Metal 1:
Supply wires on this layer in gray.
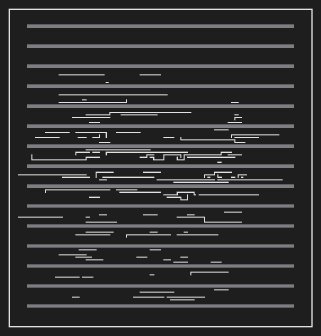
The metal 2 layer:
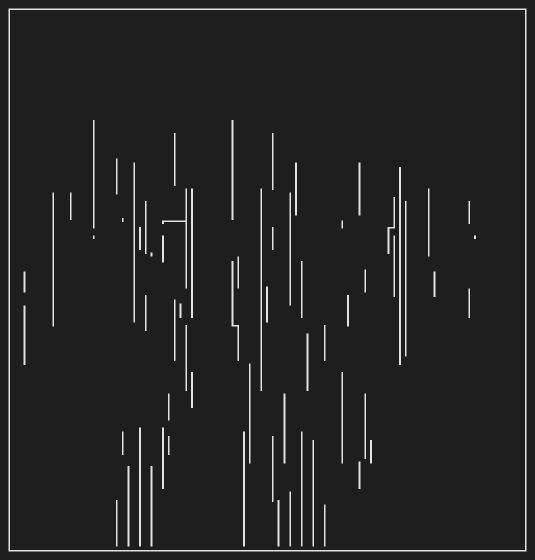
M3 wires:
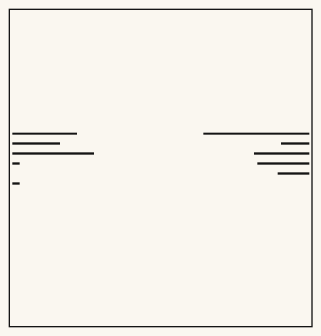
Clock wiring as the flow saved it:
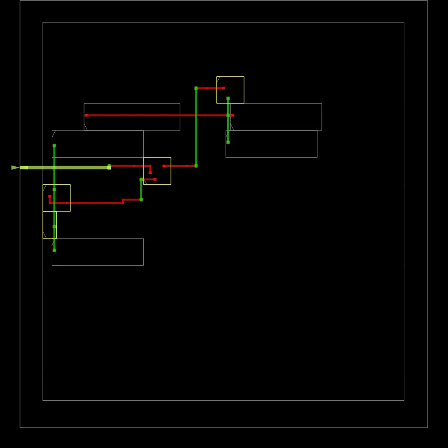
Signal metal coverage by tile:
Bar = 10 µm. 8 x 9 tiles, from dark purple (low) to yellow (high), scaled to the fullest tile. Values are wire area over tile area, all layers added.
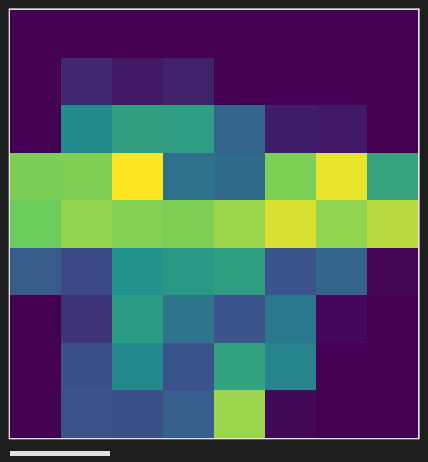
## src/rtl/y86_pkg.sv

```systemverilog
// rtl/y86_pkg.sv - shared Y86-64 status codes, instruction codes and controller state
// Purpose: common types and constants used by the run/halt controller and
//          the status classifier.
// Ports:   none (package).
package y86_pkg;

  typedef enum logic [2:0] {
    STAT_AOK = 3'd1,
    STAT_HLT = 3'd2,
    STAT_ADR = 3'd3,
    STAT_INS = 3'd4
  } stat_e;

  localparam logic [3:0] IHALT   = 4'h0;
  localparam logic [3:0] INOP    = 4'h1;
  localparam logic [3:0] IRRMOVQ = 4'h2;
  localparam logic [3:0] IIRMOVQ = 4'h3;
  localparam logic [3:0] IRMMOVQ = 4'h4;
  localparam logic [3:0] IMRMOVQ = 4'h5;
  localparam logic [3:0] IOPQ    = 4'h6;
  localparam logic [3:0] IJXX    = 4'h7;
  localparam logic [3:0] ICALL   = 4'h8;
  localparam logic [3:0] IRET    = 4'h9;
  localparam logic [3:0] IPUSHQ  = 4'hA;
  localparam logic [3:0] IPOPQ   = 4'hB;

  typedef enum logic [1:0] {
    ST_IDLE  = 2'd0,
    ST_RUN   = 2'd1,
    ST_HALT  = 2'd2,
    ST_FAULT = 2'd3
  } ctrl_state_e;

endpackage

```

## src/rtl/y86_stat_classify.sv

```systemverilog
// rtl/y86_stat_classify.sv - combinational priority classifier for instruction status
// Purpose: maps (mem_err, instruct_err, icode) to the architectural Stat code.
//          Priority: ADR > INS > HLT > AOK.
// Ports:
//   mem_err_i       - instruction/data memory address error
//   instruct_err_i  - invalid instruction
//   icode_i [3:0]   - instruction code
//   stat_o  [2:0]   - resulting Stat code
module y86_stat_classify
  import y86_pkg::*;
(
  input  logic       mem_err_i,
  input  logic       instruct_err_i,
  input  logic [3:0] icode_i,
  output logic [2:0] stat_o
);

  always_comb begin
    stat_o = STAT_AOK;
    if (mem_err_i) begin
      stat_o = STAT_ADR;
    end else if (instruct_err_i) begin
      stat_o = STAT_INS;
    end else if (icode_i == IHALT) begin
      stat_o = STAT_HLT;
    end
  end

endmodule

```

## src/rtl/y86_stat_ctrl.sv

```systemverilog
// rtl/y86_stat_ctrl.sv - run/halt controller and commit gating for the sequential Y86-64 core
// Purpose: classifies each executed instruction into Stat, gates PC/register/
//          data-memory updates so halting or faulting instructions never commit,
//          and provides start/clear and single-step control.
// Optional feature: Y86_RETIRE_CNT_EN adds the retired-instruction counter
//          and its retired_cnt_o port.
// Ports:
//   clk_i, rst_ni            - clock, asynchronous active-low reset
//   start_i, clear_i         - IDLE->RUN, HALT/FAULT->IDLE
//   step_mode_i, step_i      - single-step control
//   icode_i, instruct_err_i, mem_err_i - per-instruction status
//   pc_we_o, reg_we_o, dmem_we_en_o    - commit gates (zero latency)
//   stat_o                   - registered Stat code
//   running_o, done_o        - state flags
//   retired_cnt_o            - retired instruction count (macro only)
module y86_stat_ctrl
  import y86_pkg::*;
#(
  parameter int CNT_W = 64
) (
  input  logic             clk_i,
  input  logic             rst_ni,
  input  logic             start_i,
  input  logic             clear_i,
  input  logic             step_mode_i,
  input  logic             step_i,
  input  logic [3:0]       icode_i,
  input  logic             instruct_err_i,
  input  logic             mem_err_i,
  output logic             pc_we_o,
  output logic             reg_we_o,
  output logic             dmem_we_en_o,
  output logic [2:0]       stat_o,
  output logic             running_o,
`ifdef Y86_RETIRE_CNT_EN
  output logic             done_o,
  output logic [CNT_W-1:0] retired_cnt_o
`else
  output logic             done_o
`endif
);

  ctrl_state_e state_q, state_d;
  logic [2:0]  stat_q, stat_d;
  logic [2:0]  cls;
  logic        exec;
  logic        commit;
  logic        idle_entry;

  y86_stat_classify u_classify (
    .mem_err_i      (mem_err_i),
    .instruct_err_i (instruct_err_i),
    .icode_i        (icode_i),
    .stat_o         (cls)
  );

  // An instruction is executed only in RUN, and in step mode only with a step pulse.
  assign exec       = (state_q == ST_RUN) && (!step_mode_i || step_i);
  assign commit     = exec && (cls == STAT_AOK);
  assign idle_entry = (state_q != ST_IDLE) && (state_d == ST_IDLE);

  // State register
  always_ff @(posedge clk_i or negedge rst_ni) begin
    if (!rst_ni) begin
      state_q <= ST_IDLE;
    end else begin
      state_q <= state_d;
    end
  end

  // Next-state logic
  always_comb begin
    state_d = state_q;
    unique case (state_q)
      ST_IDLE: begin
        if (start_i) state_d = ST_RUN;
      end
      ST_RUN: begin
        if (exec) begin
          if (cls == STAT_HLT) begin
            state_d = ST_HALT;
          end else if (cls != STAT_AOK) begin
            state_d = ST_FAULT;
          end
        end
      end
      ST_HALT, ST_FAULT: begin
        // clear wins over a simultaneous start; a fresh start is needed from IDLE.
        if (clear_i) state_d = ST_IDLE;
      end
      default: state_d = ST_IDLE;
    endcase
  end

  // Output logic
  always_comb begin
    pc_we_o      = commit;
    reg_we_o     = commit;
    dmem_we_en_o = commit;
    running_o    = (state_q == ST_RUN);
    done_o       = (state_q == ST_HALT) || (state_q == ST_FAULT);
  end

  // Stat holds the class of the last executed instruction; frozen once terminal.
  always_comb begin
    stat_d = stat_q;
    if (exec) begin
      stat_d = cls;
    end else if (idle_entry) begin
      stat_d = STAT_AOK;
    end
  end

  always_ff @(posedge clk_i or negedge rst_ni) begin
    if (!rst_ni) begin
      stat_q <= STAT_AOK;
    end else begin
      stat_q <= stat_d;
    end
  end

  assign stat_o = stat_q;

`ifdef Y86_RETIRE_CNT_EN
  logic [CNT_W-1:0] cnt_q, cnt_d;

  // Wraps naturally at all-ones.
  always_comb begin
    cnt_d = cnt_q;
    if (idle_entry) begin
      cnt_d = '0;
    end else if (commit) begin
      cnt_d = cnt_q + CNT_W'(1);
    end
  end

  always_ff @(posedge clk_i or negedge rst_ni) begin
    if (!rst_ni) begin
      cnt_q <= '0;
    end else begin
      cnt_q <= cnt_d;
    end
  end

  assign retired_cnt_o = cnt_q;
`endif

endmodule

```

## config.mk

```make
export PLATFORM = sky130hd
export DESIGN_NAME = y86_stat_ctrl
export DESIGN_NICKNAME = d
export VERILOG_FILES = /design/src/rtl/y86_pkg.sv /design/src/rtl/y86_stat_classify.sv /design/src/rtl/y86_stat_ctrl.sv
export SDC_FILE = /design/constraint.sdc
export NUM_CORES = 1
export LEC_CHECK = 0
export CAP_MARGIN = 40
export CORE_AREA = 2 2 39 41
export DETAILED_ROUTE_END_ITERATION = 16
export DIE_AREA = 0 0 41 43
export PLACE_DENSITY_LB_ADDON = 0.25
export SYNTH_ARGS = -nofsm -noshare
export SYNTH_HDL_FRONTEND = slang
export SYNTH_SLANG_ARGS = --single-unit
```

## constraint.sdc

```tcl
create_clock -name clk_i -period 1.6 [get_ports clk_i]
set_input_delay 0.16 -clock clk_i [delete_from_list [all_inputs] [get_ports clk_i]]
set_output_delay 0.16 -clock clk_i [all_outputs]
set_load 0.005 [all_outputs]
```

==> Slide: Implementation Results <==
Flow Results at a Glance

Logic synthesis
  – Synthesized Nets: 43
  – Count leader, synth: dfrtp_1
  – Syn Std Cell Area: 298 µm²
  – Top cells by area: dfrtp_1 (34%), dfstp_2 (8.8%), nor3_4 (5.5%)
  – Synth area leader: dfrtp_1
  – Ao+oa area frac: 0.172
  – Dominant comb cell: simple AND/OR/NAND/NOR gates

Floorplan
  – CORE AREA: between 1000 and 1500 µm²
  – Initial Utilization: 0.215
  – Die Y-Extent: 43 µm
  – Site Rows: 14

Power and ir drop
  – PwrDens: 1440 nW/µm²
  – Max rail drop VDD: between 600 and 700 µV
  – P_leak: 0.272 nW
  – Final Total Pwr: 0.822 mW

Routing
  – Top Metal Used: met3
  – Met1 WL: 352 µm
  – Antenna viol nets, final: 0
  – DR vias/cell: 4.07
  – Initial drt markers: 4
  – WL met2: 323 µm

Job
  – Total of max-cap violations: 0

Finish
  – Layout area overhead: 92.0%

Place
  – Post-detail-place hpwl: 616 µm
  – Number of port buffers: 19
  – Area post-placement: about 550 µm²

Critical path
  – WS Path Type: in -> out
  – Crit Path Max Fanout: 3
  – CP required: 1.44 ns
  – Endpoint class of the critical path: output port
  – Startpoint type of the worst setup path: input pin

Timing
  – RSZ-0062 raised after global routing: no
  – Fin. Hold Viols: 0

Clock tree
  – Htree depth: 1
  – CTS Buf Count: 3
  – Post-CTS resize count: 14

Global routing
  – Met1 Use GR: 0.128
  – Vias in the first global route: 316

Outcome
  – Outcome: finished clean
About 'metal 1':
share of all routed wire = 48%
longest straight run = 14.7 µm
main direction = horizontal
wire length on this layer = 352 µm

About 'the metal 2 layer':
longest straight run = 16.0 µm
share of all routed wire = 44%
main direction = vertical
wire length on this layer = 324 µm
Post-Route WL: 738 µm
M2 GR Usage: 0.153

About 'M3 wires':
main direction = horizontal
nets with wire on the layer = 10
wire length on this layer = 62.7 µm
longest straight run = 14.1 µm
met3 GRT Util: 0.0524
via count: 305

About 'clock wiring as the flow saved it':
clk latency late pin: 0.24 ns
Final Skew: 0.00163 ns
clock buffer count: 4
clock net sink count: 5

About 'signal metal coverage by tile':
emptiest ninth of the die = top right
nearly empty tiles = 33%
fullest tile = 0.21
mean over tiles = 0.068
tiles over half the peak = 31%

-- cells in the final DEF (no fill, tap or decap), types with 2 or more instances in the layout --
| cell type | Yosys | final |
|---|---|---|
| clkbuf_4 | 0 | 3 |
| o21ai_0 | 3 | 3 |
| dfrtp_1 | 4 | 4 |
| nand2_1 | 2 | 2 |
| inv_1 | 3 | 3 |
| dlygate4sd2_1 | 0 | 5 |
| nor2_2 | 1 | 2 |
| nor2_1 | 3 | 2 |
| clkbuf_2 | 0 | 2 |
| clkdlybuf4s50_1 | 0 | 11 |
| buf_4 | 2 | 8 |
-- through the flow --
step / TNS (ns) / instances
finish: 0 / 75
global route: 0 / 75
CTS: 0 / 75
detailed placement: -1.60 / 71
global placement: -1.46 / 71
floorplan: 0 / 31
-- worst max-delay path, delay by kind of cell --
family | cells | cell delay, ns
and+or+nand+nor | 3 | 0.82
buffers and inverters | 2 | 0.36
-- layout make-up --
cell class	count	area, µm²
flip-flops and latches	5	126
clock buffers	4	26.3
fillers	145	812
multi-input cells	20	159
repair buffers	27	229
well taps	16	20.0
inverters	3	11.3
-- report_power, final --
| group | leakage, nW | switching [mW] | internal (mW) |
|---|---|---|---|
| logic | 0.196 | 0.174 | 0.278 |
| clock network | 0.0150 | 0.0459 | 0.0939 |
| registers | 0.0610 | 0.0350 | 0.196 |
| total | 0.272 | 0.255 | 0.568 |
-- worst paths after layout --
check / slack (ns) / depth (start not counted) / endpoint / startpoint
max in group asynchronous: 1.20 / 1 / stat_o[0] / rst_ni
worst max register to register: 0.12 / 6 / stat_o[1] / state_q[0]
worst max-delay path: 0.11 / 5 / dmem_we_en_o / icode_i[2]
worst min register to register: 0.48 / 2 / stat_o[0] / stat_o[0]
min in group clk_i: 0.48 / 2 / stat_o[0] / stat_o[0]
worst min-delay path: 0.15 / 1 / state_q[1] / rst_ni
Power is estimated from default activity; no workload was simulated.
